**src/rtl/div_share_if.sv**
```systemverilog
// Request/response bundle for div_share_ctrl: two operand requesters and one result consumer.
interface div_share_if #(
  parameter int WIDTH = 4
);
  logic             req0_valid;
  logic             req0_ready;
  logic [WIDTH-1:0] req0_dividend;
  logic [WIDTH-1:0] req0_divisor;
  logic             req1_valid;
  logic             req1_ready;
  logic [WIDTH-1:0] req1_dividend;
  logic [WIDTH-1:0] req1_divisor;
  logic             resp_valid;
  logic             resp_ready;
  logic             resp_id;
  logic [WIDTH-1:0] quotient;
  logic [WIDTH-1:0] remainder;
  logic             div_err;

  modport master (
    output req0_valid, req0_dividend, req0_divisor,
    output req1_valid, req1_dividend, req1_divisor,
    output resp_ready,
    input  req0_ready, req1_ready,
    input  resp_valid, resp_id, quotient, remainder, div_err
  );

  modport slave (
    input  req0_valid, req0_dividend, req0_divisor,
    input  req1_valid, req1_dividend, req1_divisor,
    input  resp_ready,
    output req0_ready, req1_ready,
    output resp_valid, resp_id, quotient, remainder, div_err
  );
endinterface

```
**src/rtl/div_share_ctrl.sv**
```systemverilog
// Round-robin shared iterative restoring divider (one quotient bit per clock, WIDTH >= 2).
// Optional divide-by-zero short-cut and flag: define DIV_ZERO_DETECT_EN.
module div_share_ctrl #(
  parameter int WIDTH = 4
) (
  input  logic        clk,
  input  logic        rst,
  div_share_if.slave  bus
);
  localparam int CW = $clog2(WIDTH) + 1;

  typedef enum logic [1:0] {IDLE, CALC, DONE} state_t;

  state_t           state, state_nxt;
  logic             ptr;
  logic [WIDTH-1:0] q_sr, dvsr, rem;
  logic [CW-1:0]    cnt;
  logic [WIDTH-1:0] quo_r, rem_r;
  logic             id_r;
  logic             gnt0, gnt1, hs, last_iter, zero_div, qbit;
  logic [WIDTH-1:0] sel_dividend, sel_divisor, trial, rem_nxt, q_nxt;
  logic [WIDTH:0]   shifted;

  always_comb begin
    gnt0 = 1'b0;
    gnt1 = 1'b0;
    if (state == IDLE) begin
      gnt0 = bus.req0_valid & (~bus.req1_valid | ~ptr);
      gnt1 = bus.req1_valid & (~bus.req0_valid | ptr);
    end
  end

  assign hs           = gnt0 | gnt1;
  assign sel_dividend = gnt1 ? bus.req1_dividend : bus.req0_dividend;
  assign sel_divisor  = gnt1 ? bus.req1_divisor  : bus.req0_divisor;

  // The restoring remainder never reaches the divisor, so it is kept WIDTH wide;
  // only the shifted value needs the extra bit, and a successful trial fits in WIDTH bits.
  assign shifted   = {rem, q_sr[WIDTH-1]};
  assign qbit      = shifted >= {1'b0, dvsr};
  assign trial     = shifted[WIDTH-1:0] - dvsr;
  assign rem_nxt   = qbit ? trial : shifted[WIDTH-1:0];
  assign q_nxt     = {q_sr[WIDTH-2:0], qbit};
  assign last_iter = (cnt == CW'(WIDTH - 1));

`ifdef DIV_ZERO_DETECT_EN
  assign zero_div = (sel_divisor == '0);
`else
  assign zero_div = 1'b0;
`endif

  always_comb begin
    state_nxt = state;
    case (state)
      IDLE:    if (hs) state_nxt = zero_div ? DONE : CALC;
      CALC:    if (last_iter) state_nxt = DONE;
      DONE:    if (bus.resp_ready) state_nxt = IDLE;
      default: state_nxt = IDLE;
    endcase
  end

  always_ff @(posedge clk or posedge rst) begin
    if (rst) state <= IDLE;
    else     state <= state_nxt;
  end

  always_ff @(posedge clk or posedge rst) begin
    if (rst) begin
      ptr   <= 1'b0;
      q_sr  <= '0;
      dvsr  <= '0;
      rem   <= '0;
      cnt   <= '0;
      quo_r <= '0;
      rem_r <= '0;
      id_r  <= 1'b0;
    end else if (hs) begin
      q_sr <= sel_dividend;
      dvsr <= sel_divisor;
      rem  <= '0;
      cnt  <= '0;
      id_r <= gnt1;
      ptr  <= gnt0;
      if (zero_div) begin
        quo_r <= '1;
        rem_r <= sel_dividend;
      end
    end else if (state == CALC) begin
      q_sr <= q_nxt;
      rem  <= rem_nxt;
      cnt  <= cnt + 1'b1;
      if (last_iter) begin
        quo_r <= q_nxt;
        rem_r <= rem_nxt;
      end
    end
  end

`ifdef DIV_ZERO_DETECT_EN
  logic err_r;

  always_ff @(posedge clk or posedge rst) begin
    if (rst)                                  err_r <= 1'b0;
    else if (hs && zero_div)                  err_r <= 1'b1;
    else if (state == CALC && last_iter)      err_r <= 1'b0;
    else if (state == DONE && bus.resp_ready) err_r <= 1'b0;
  end

  assign bus.div_err = err_r;
`else
  assign bus.div_err = 1'b0;
`endif

  assign bus.req0_ready = gnt0;
  assign bus.req1_ready = gnt1;
  assign bus.resp_valid = (state == DONE);
  assign bus.resp_id    = id_r;
  assign bus.quotient   = quo_r;
  assign bus.remainder  = rem_r;
endmodule
```
**src/flat_wrapper.sv**
```systemverilog
// flat-port wrapper written by rule: the top's interface ports become plain ports
module div_share_ctrl_flat 
#(
  parameter int WIDTH = 4
)
  (clk, rst, bus_req0_valid, bus_req0_dividend, bus_req0_divisor, bus_req1_valid, bus_req1_dividend, bus_req1_divisor, bus_resp_ready, bus_req0_ready, bus_req1_ready, bus_resp_valid, bus_resp_id, bus_quotient, bus_remainder, bus_div_err);
  div_share_if #(.WIDTH(WIDTH)) bus_i ();
  input  logic clk;
  input  logic rst;
  input wire logic [$bits(bus_i.req0_valid)-1:0] bus_req0_valid;
  input wire logic [$bits(bus_i.req0_dividend)-1:0] bus_req0_dividend;
  input wire logic [$bits(bus_i.req0_divisor)-1:0] bus_req0_divisor;
  input wire logic [$bits(bus_i.req1_valid)-1:0] bus_req1_valid;
  input wire logic [$bits(bus_i.req1_dividend)-1:0] bus_req1_dividend;
  input wire logic [$bits(bus_i.req1_divisor)-1:0] bus_req1_divisor;
  input wire logic [$bits(bus_i.resp_ready)-1:0] bus_resp_ready;
  output wire logic [$bits(bus_i.req0_ready)-1:0] bus_req0_ready;
  output wire logic [$bits(bus_i.req1_ready)-1:0] bus_req1_ready;
  output wire logic [$bits(bus_i.resp_valid)-1:0] bus_resp_valid;
  output wire logic [$bits(bus_i.resp_id)-1:0] bus_resp_id;
  output wire logic [$bits(bus_i.quotient)-1:0] bus_quotient;
  output wire logic [$bits(bus_i.remainder)-1:0] bus_remainder;
  output wire logic [$bits(bus_i.div_err)-1:0] bus_div_err;
  assign bus_i.req0_valid = bus_req0_valid;
  assign bus_i.req0_dividend = bus_req0_dividend;
  assign bus_i.req0_divisor = bus_req0_divisor;
  assign bus_i.req1_valid = bus_req1_valid;
  assign bus_i.req1_dividend = bus_req1_dividend;
  assign bus_i.req1_divisor = bus_req1_divisor;
  assign bus_i.resp_ready = bus_resp_ready;
  assign bus_req0_ready = bus_i.req0_ready;
  assign bus_req1_ready = bus_i.req1_ready;
  assign bus_resp_valid = bus_i.resp_valid;
  assign bus_resp_id = bus_i.resp_id;
  assign bus_quotient = bus_i.quotient;
  assign bus_remainder = bus_i.remainder;
  assign bus_div_err = bus_i.div_err;
  div_share_ctrl #(.WIDTH(WIDTH)) u_core (.clk(clk), .rst(rst), .bus(bus_i));
endmodule
```
**config.mk**
```make
export PLATFORM = sky130hd
export DESIGN_NAME = div_share_ctrl_flat
export DESIGN_NICKNAME = d
export VERILOG_FILES = /design/src/rtl/div_share_if.sv /design/src/rtl/div_share_ctrl.sv /design/src/flat_wrapper.sv
export SDC_FILE = /design/constraint.sdc
export NUM_CORES = 1
export LEC_CHECK = 0
export ABC_AREA = 0
export CORE_MARGIN = 2
export CORE_UTILIZATION = 33
export DETAILED_ROUTE_END_ITERATION = 10
export HOLD_SLACK_MARGIN = 0.06
export PLACE_DENSITY = 0.6
export RECOVER_POWER = 100
export SLEW_MARGIN = 20
export SYNTH_ARGS = -nofsm -noshare
export SYNTH_HDL_FRONTEND = slang
export SYNTH_SLANG_ARGS = --single-unit
```
**constraint.sdc**
```tcl
create_clock -name clk -period 3.6 [get_ports clk]
set_input_delay 0.72 -clock clk [delete_from_list [all_inputs] [get_ports clk]]
set_output_delay 0.72 -clock clk [all_outputs]
set_load 0.05 [all_outputs]
```
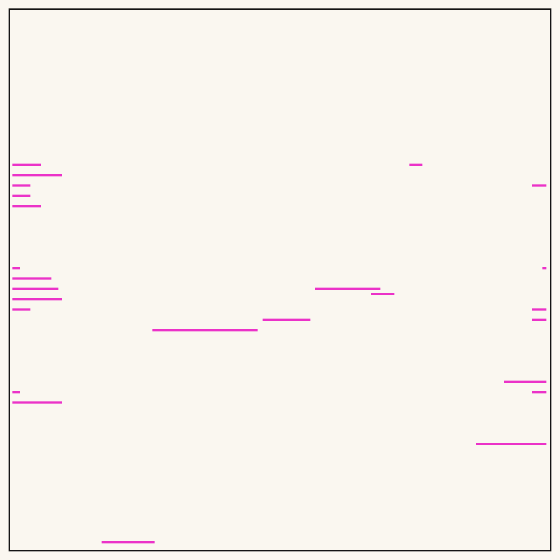
*Met3 routing, run 1*
24 nets have wire on it. The layer carries 103 um of wire. The wires run mostly horizontal.
vias: 1148
grt met3 use: 3.134%
Routed WL: 3004 um

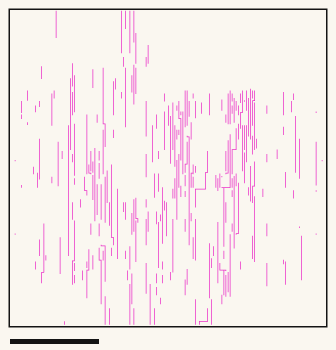
*The metal 2 layer, run 1*
Bar = 20 um.
The longest straight run is 29.2 um. The wires run mostly vertical.

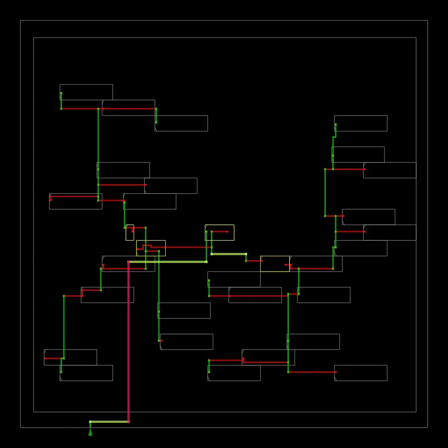
*Clock routing, run 1*
clock latency on the worst-skew pair: 0.27 ns
total clock sinks: 27
clock buffers: 4
clk pwr: 0.168 mW

==> summary.txt, run 1 <==
pwr dens - 1001 nW/um2
sequential share of power - 29.9%
Power Internal - 0.9776 mW
critical path endpoint category - output port
syn_nets - 179
WP buf/inv - 3
crit path launch - bus_req1_valid
nonclk buf count - 33
Synth cell types - 37
Hold Fails Final Rpt - 0
Power, Total - 1.867 mW
vias in the first global route - 1089
wl on met1 - 1540 um
MaxCap Viol Count - 1
fin area - 1864 um2
CP dominant cell by count - dlygate4sd3_1
post-synth top area cell - dfrtp_1
fa+ha+maj area frac - 6.419%
hold slack - 0.4781 ns
Yosys reg bits - 27
status - finished, violations left
largest net degree at the start of global routing - 28
post-synthesis chip area from yosys - 1481 um2
logic area - 715.7 um2
placed cell area - 1833 um2
RD Place Congestion - 0.7917
Critical Path Stages - 5
Seq. pwr - 0.557 mW
critical path, cell by cell - dlygate4sd3_1 -> nand2_1 -> nand3_1 -> inv_1 -> dlygate4sd3_1
routed len/inst - 12.84 um
Most common reg cell - dfrtp_1
yosys stat cell total - 151
core area - 4354 um2
Total GRT Usage - 13.11%
critical path startpoint category - primary input
failing checks - max-capacitance violations, max-slew violations
die height - 71 um
Slew Viols, Final - 19
Sw Ratio - 47.62%
Iteration-0 DRC Markers - 51
class of the worst hold path - reg2reg
ANT nets after route - 0
Period minus WS final - 3.163 ns
Avg Synthesized Cell Area - 9.811 um2
share of post-route cells with drive strength above 1 - 5.495%
# setup viols final - 0
Simple Share, Synth - 17.15%
clk buf depth - 2
Top cell area share - 45.61%
Cell area leaders - dfrtp_1 46%, mux2i_1 6.1%, ha_1 5.1%, nand2_1 4.8%, o31ai_1 3.0%
Reg2Reg Setup Slack - 1.64 ns
clock buffer count from CTS - 3
std cell rows - 24
Post-CTS Repair Setup Buffers - 0
CTS tree - yes
Area Growth Syn to Fin - 25.84%
most frequent cells after synthesis - 27 x dfrtp_1, 19 x nand2_1, 10 x inv_1
XOR Share, Synth - 1.182%
r2r endpoint - u_core.bus.remainder[0]$_DFFE_PP0P_
GRT busiest layer - met2
highest-delay cell along the critical path - dlygate4sd3_1
met2 routed WL - 1332 um
Main logic family - simple AND/OR/NAND/NOR gates
CP arrival - 2.44 ns
Comb pwr share - 61.1%
Synth mux share - 8.361%
Slew HR - -26.63%
H-tree depth - 1
Hold EP - u_core.bus.remainder[2]$_DFFE_PP0P_
aoi share - 15.37%
P_comb - 1.14 mW
Worst-Margin Slew - 1.880 ns
clk root buf - clkbuf_8
Flop area - 675.6 um2
GR met2 Demand/Resource - 20.04%
buffering overhead - 17.05%
Net Sw Power - 0.8889 mW
hold buffers post-CTS - 0
Seq/total area - 36.24%
Fill cells - 420
fin cells - 234
antenna cells - 0
registers - 27
### Wiring by layer, run 1

Bar = 20 um. Two of the layers only.
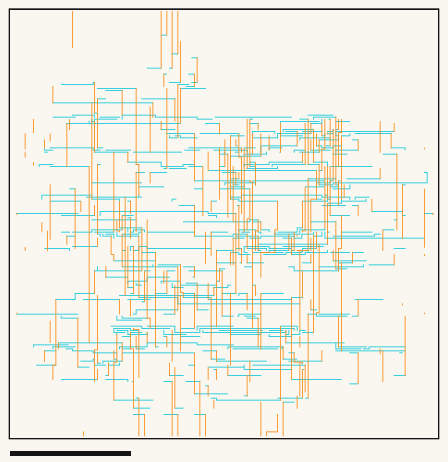

==> run 2, diff against run 1 <==
- GPL_TIMING_DRIVEN: not set -> 0
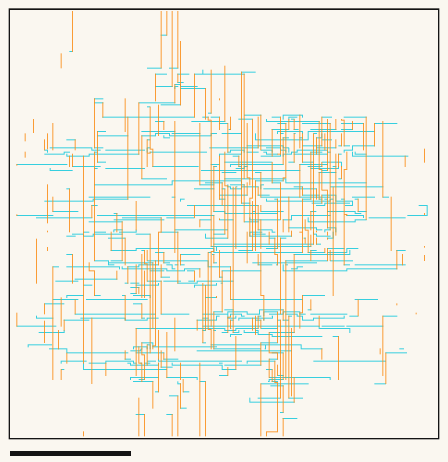
*Wiring by layer, run 2*
Bar = 20 um. Two of the layers only.
Cyan is metal 1, wire length 1590 um. Orange is metal 2, wire length 1460 um.
vias: 1190
Total GRT Usage: 14.20%
Routed WL: 3216 um

==> run 2 against run 1 <==
Against the previous run: the run now ends clean; non-clock buffer count is 5 higher; setup slack worse by 0.19 ns; global-route usage up 1.1 points; sequential power hardly changed; combinational power is essentially flat; synthesized area is the same; die size unchanged; critical path depth up 1; design area up 1.7%; wire length rose by 7.1%; sequential share of layout area is 0.60 points lower; critical endpoint is now bus_req1_ready.
==> summary.txt, run 2 <==
status - finished, final reports clean
critical path, cell by cell - dlygate4sd3_1 -> nand2b_1 -> nand3_1 -> buf_4 -> inv_2 -> dlygate4sd3_1
reg-to-reg startpoint - u_core.rem[1]$_DFFE_PP0P_
nonclk buf count - 38 (+15%)
core area - 4354 um2 (unchanged)
final worst setup slack - 0.2438 ns
wl on met1 - 1589 um (+3.2%)
routed len/inst - 13.46 um (+4.8%)
fin area - 1896 um2 (+1.7%)
P_comb - 1.16 mW (about the same)
RD Place Congestion - 0.8378 (+5.8%)
MaxCap Viol Count - 0 (-1)
r2r endpoint - u_core.bus.remainder[0]$_DFFE_PP0P_
crit path launch - bus_req0_valid
pwr dens - 999.9 nW/um2 (-0.13%)
Main logic family - simple AND/OR/NAND/NOR gates
clock buffer count from CTS - 3 (unchanged)
buffering overhead - 18.55% (+1.5 points)
ANT nets after route - 0 (unchanged)
Max Used Layer - met4
post-synthesis chip area from yosys - 1481 um2 (unchanged)
fin cells - 239 (+2.1%)
RSZ-0062 raised after global routing - no
most frequent cells after synthesis - 27 x dfrtp_1, 19 x nand2_1, 10 x inv_1
hold slack - 0.4870 ns (+0.008891 ns)
# setup viols final - 0 (unchanged)
Critical Path Stages - 6 (+1)
NumNets Final - 216
Top cell area share - 45.61% (unchanged)
Power, Total - 1.895 mW (+1.6%)
most frequent logic cell in the layout - dfrtp_1
Avg Synthesized Cell Area - 9.811 um2 (unchanged)
Iteration-0 DRC Markers - 61 (+20%)
class of the worst hold path - reg2reg
syn_nets - 179 (unchanged)
critical path startpoint category - primary input
die height - 71 um (unchanged)
CP arrival - 2.64 ns (+0.20 ns)
grt met3 use - 1.852% (-1.3 points)
TAP cells - 52
Flop area - 675.6 um2 (unchanged)
CP dominant cell by count - dlygate4sd3_1
Power Internal - 0.9868 mW (+0.93%)
Synth mux share - 8.361% (unchanged)
number of remaining DRC errors - 0
yosys stat cell total - 151 (unchanged)
critical path class - in2out
hold buffers post-CTS - 0 (unchanged)
placed cell area - 1867 um2 (+1.8%)
met2 routed WL - 1460 um (+9.6%)
post-synth top area cell - dfrtp_1
highest-delay cell along the critical path - dlygate4sd3_1
critical path endpoint category - output port
antenna cells - 0 (unchanged)
Sum Neg Setup Slack - 0 ns
total clock sinks - 27 (unchanged)
ys async rst share - 100.0%
I/O Pins - 34
Slew Viols, Final - 0 (-19)
CTS tree - yes
std cell rows - 24 (unchanged)
Most common reg cell - dfrtp_1
Post-CTS Repair Setup Buffers - 0 (unchanged)
R2R cell count - 5
aoi share - 15.37% (unchanged)
Hold Fails Final Rpt - 0 (unchanged)
Netlist Area Pre-Place - 1481 um2
Synth cell types - 37 (unchanged)
Period minus WS final - 3.356 ns (+0.1936 ns)
Worst-Margin Slew - 1.052 ns (-0.8279 ns)
crit path DRT - 2.88 ns
GR met2 Demand/Resource - 22.95% (+2.9 points)
number of enable flip-flop cells - 0
logic area - 711.9 um2 (-0.52%)
XOR Share, Synth - 1.182% (unchanged)
Comb pwr share - 61.0% (about the same)
Net Sw Power - 0.9087 mW (+2.2%)
Clock buf/inv share - 2.442%
clk slew on worst S/H paths - 0.10 ns
share of post-route cells with drive strength above 1 - 6.952% (+1.5 points)
Seq/total area - 35.64% (-0.60 points)
Cell area leaders - dfrtp_1 46%, mux2i_1 6.1%, ha_1 5.1%, nand2_1 4.8%, o31ai_1 3.0%
count of tool warnings - 26
clock buffers - 3 (-1)
GRT busiest layer - met2
Hold EP - u_core.bus.remainder[2]$_DFFE_PP0P_
clk root buf - clkbuf_8
H-tree depth - 1 (unchanged)
Slew HR - 29.81% (+56 points)
Area Growth Syn to Fin - 27.96%
Top Layout Cells - 27 x dfrtp_1, 20 x nand2_1, 17 x clkdlybuf4s50_1
sequential share of power - 29.3% (-0.6 points)
Seq. pwr - 0.556 mW (about the same)
remaining global-route overflow - 0
clk buf depth - 2 (unchanged)
Sw Ratio - 47.94% (+0.32 points)
Simple Share, Synth - 17.15% (unchanged)
Yosys reg bits - 27 (unchanged)
largest net degree at the start of global routing - 28 (unchanged)
Final period util - 93.23%
Fill cells - 414 (-1.4%)
vias in the first global route - 1220 (+12%)
WP buf/inv - 4 (+1)
fa+ha+maj area frac - 6.419% (unchanged)
Reg2Reg Setup Slack - 1.60 ns (-0.04 ns)
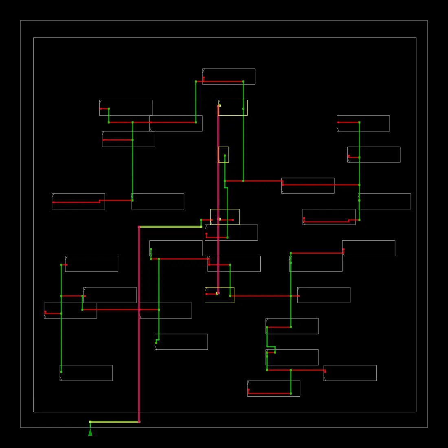
*Clock routing, run 2*
registers: 27
clock latency on the worst-skew pair: 0.28 ns
clk pwr: 0.183 mW
Clock Skew: 0.002168 ns

Power figures rest on the tool's default switching activity, not on a simulated workload.
